Figure 1. Met2 routing.
Scale: 4 px per um. Cells faint in the background.
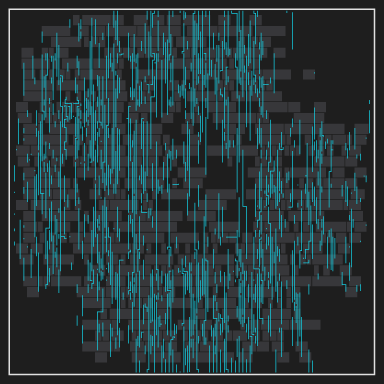
Figure 2. Port wiring.
Scale: 4 px per um.
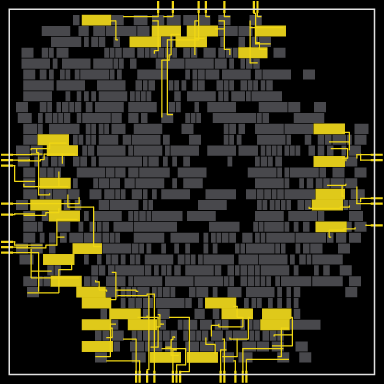
## config.mk

```make
export PLATFORM = sky130hd
export DESIGN_NAME = demux_unstriping_flat
export DESIGN_NICKNAME = d
export VERILOG_FILES = /design/src/rtl/demux_unstriping_if.sv /design/src/rtl/demux_unstriping.sv /design/src/flat_wrapper.sv
export SDC_FILE = /design/constraint.sdc
export NUM_CORES = 1
export LEC_CHECK = 0
export ABC_AREA = 1
export CAP_MARGIN = 20
export CORE_UTILIZATION = 45
export CTS_BUF_LIST = sky130_fd_sc_hd__clkbuf_8 sky130_fd_sc_hd__clkbuf_16
export CTS_CLUSTER_DIAMETER = 100
export DETAILED_ROUTE_END_ITERATION = 6
export PLACE_DENSITY = 0.81
export SLEW_MARGIN = 5
export SYNTH_ARGS = -nofsm -noshare
export SYNTH_HDL_FRONTEND = slang
export SYNTH_SLANG_ARGS = --single-unit
```

## constraint.sdc

```tcl
create_clock -name clk_2f -period 1.4 [get_ports clk_2f]
set_clock_uncertainty 0.1 [all_clocks]
set_input_delay 0.28 -clock clk_2f [delete_from_list [all_inputs] [get_ports clk_2f]]
set_output_delay 0.28 -clock clk_2f [all_outputs]
set_load 0.005 [all_outputs]
```

## src/rtl/demux_unstriping_if.sv

```systemverilog
// Bundles the interleaved input stream and the aligned two-lane output pair
// of the unstriping demultiplexer.
interface demux_unstriping_if #(
    parameter int WIDTH = 32
);
    logic [WIDTH-1:0] data_input;
    logic             valid_in;
    logic [WIDTH-1:0] lane_0;
    logic [WIDTH-1:0] lane_1;
    logic             valid_0;
    logic             valid_1;
    logic             pair_pending;

    // Upstream side: drives the word stream and observes the lane pair.
    modport master (
        output data_input,
        output valid_in,
        input  lane_0,
        input  lane_1,
        input  valid_0,
        input  valid_1,
        input  pair_pending
    );

    // Demultiplexer side: consumes the word stream and produces the lane pair.
    modport slave (
        input  data_input,
        input  valid_in,
        output lane_0,
        output lane_1,
        output valid_0,
        output valid_1,
        output pair_pending
    );
endinterface

```

## src/rtl/demux_unstriping.sv

```systemverilog
// Splits an interleaved word stream on clk_2f back into two lanes. Even
// words are held until their odd partner arrives, then both are presented
// together as an aligned pair with a two-cycle valid window.
module demux_unstriping #(
    parameter int WIDTH = 32
) (
    input  logic               clk_2f,
    input  logic               reset,
    demux_unstriping_if.slave  bus
);
    typedef enum logic {
        EVEN = 1'b0,
        ODD  = 1'b1
    } sel_t;

    sel_t             sel_reg;
    logic [WIDTH-1:0] hold_0_reg;
    logic [WIDTH-1:0] lane_0_reg;
    logic [WIDTH-1:0] lane_1_reg;
    logic             valid_reg;
    logic             pending_reg;
    logic             hold_cnt_reg;

    // Lane-select FSM, held-word register and output valid window. A single
    // valid register feeds both lane valids so they can never disagree.
    always_ff @(posedge clk_2f) begin
        if (!reset) begin
            sel_reg      <= EVEN;
            hold_0_reg   <= '0;
            lane_0_reg   <= '0;
            lane_1_reg   <= '0;
            valid_reg    <= 1'b0;
            pending_reg  <= 1'b0;
            hold_cnt_reg <= 1'b0;
        end else if (sel_reg == ODD && bus.valid_in) begin
            // Partner word arrived: emit the pair and reload the window.
            lane_0_reg   <= hold_0_reg;
            lane_1_reg   <= bus.data_input;
            valid_reg    <= 1'b1;
            hold_cnt_reg <= 1'b1;
            pending_reg  <= 1'b0;
            sel_reg      <= EVEN;
        end else begin
            if (sel_reg == EVEN && bus.valid_in) begin
                hold_0_reg  <= bus.data_input;
                pending_reg <= 1'b1;
                sel_reg     <= ODD;
            end
            // No emission this cycle: run down the valid window.
            if (hold_cnt_reg) begin
                hold_cnt_reg <= 1'b0;
            end else begin
                valid_reg <= 1'b0;
            end
        end
    end

    assign bus.lane_0       = lane_0_reg;
    assign bus.lane_1       = lane_1_reg;
    assign bus.valid_0      = valid_reg;
    assign bus.valid_1      = valid_reg;
    assign bus.pair_pending = pending_reg;
endmodule

```

## src/flat_wrapper.sv

```systemverilog
// flat-port wrapper written by rule: the top's interface ports become plain ports
module demux_unstriping_flat 
#(
    parameter int WIDTH = 32
)
  (clk_2f, reset, bus_data_input, bus_valid_in, bus_lane_0, bus_lane_1, bus_valid_0, bus_valid_1, bus_pair_pending);
  demux_unstriping_if #(.WIDTH(WIDTH)) bus_i ();
  input  logic clk_2f;
  input  logic reset;
  input wire logic [$bits(bus_i.data_input)-1:0] bus_data_input;
  input wire logic [$bits(bus_i.valid_in)-1:0] bus_valid_in;
  output wire logic [$bits(bus_i.lane_0)-1:0] bus_lane_0;
  output wire logic [$bits(bus_i.lane_1)-1:0] bus_lane_1;
  output wire logic [$bits(bus_i.valid_0)-1:0] bus_valid_0;
  output wire logic [$bits(bus_i.valid_1)-1:0] bus_valid_1;
  output wire logic [$bits(bus_i.pair_pending)-1:0] bus_pair_pending;
  assign bus_i.data_input = bus_data_input;
  assign bus_i.valid_in = bus_valid_in;
  assign bus_lane_0 = bus_i.lane_0;
  assign bus_lane_1 = bus_i.lane_1;
  assign bus_valid_0 = bus_i.valid_0;
  assign bus_valid_1 = bus_i.valid_1;
  assign bus_pair_pending = bus_i.pair_pending;
  demux_unstriping #(.WIDTH(WIDTH)) u_core (.clk_2f(clk_2f), .reset(reset), .bus(bus_i));
endmodule
```

==> results_dict.tcl <==
# yosys + openroad results
set metrics [dict create \
    run_status "complete, no violations" \
    warnings 26 \
    tritoncts "done" \
    rsz_0062_raised_after_global_routing "no" \
    finalWorstSetupSlack_ns 0.04721 \
    metal2_wl_mm 4.159 \
    clk_pin_slew_worst_paths_ns 0.09 \
    top_area_share_pct 55.70 \
    worst_path_largest_cell_delay_ns 0.35 \
    max-cap-violations 0 \
    tritonroute_pass_1_iters 4 \
    reg2regPathDepth 6 \
    grt_max_degree 52 \
    drt-wirelength-per-cell_um 13.01 \
    clock_tree.htree_level_count 3 \
    cellPowerDensity_nw_per_um2 1166 \
    fin_tns_setup_ns 0 \
    synth.yosys.warnings 0 \
    antenna_found_initial 0 \
    post_synthesis_async_set_or_reset_flop_share_pct 0 \
    capture_point_of_the_worst_path "bus_lane_1[19]" \
    timing.critical_path.from "u_core.bus.lane_1[19]$_SDFFE_PN0P_" \
    nWellTaps 102 \
    grt_usage_pct 22.14 \
]
About Figure 1:
longest straight run = 37.4 um
share of all routed wire = 48%
main direction = vertical
met2 layer usage reported by global route: 36.36%
Total Wirelength: 8.689 mm
Vias: 3,284

About Figure 2:
yellow -> `bus_lane_1`  # direction output, edge 12 south, 8 west, 7 north, 5 east, end cells 32, buffers 32, wire 768 um
I/O Buffers: 101
io pins: 102

[kinds of logic after synthesis]
group,after synthesis,synth area share [%]
simple gates,262,31.29
buf+inv,70,8.369
compound gates,33,4.641
flops,99,55.70
[worst register-to-register path, cell delays in order (launching register included)]
cell and delay, ns:
sky130_fd_sc_hd__dfxtp_1 0.32, sky130_fd_sc_hd__buf_4 0.15, sky130_fd_sc_hd__inv_2 0.18, sky130_fd_sc_hd__buf_4 0.19, sky130_fd_sc_hd__nand3_1 0.09, sky130_fd_sc_hd__nand2_1 0.07, sky130_fd_sc_hd__nor2_1 0.04
[layer usage]
layer | track usage (%) | vias up
li1 | - | 1663
met1 | 28.28 | 1519
met2 | 36.36 | 91
met3 | 5.387 | 11
met4 | 7.937 | 0
met5 | 0 | -
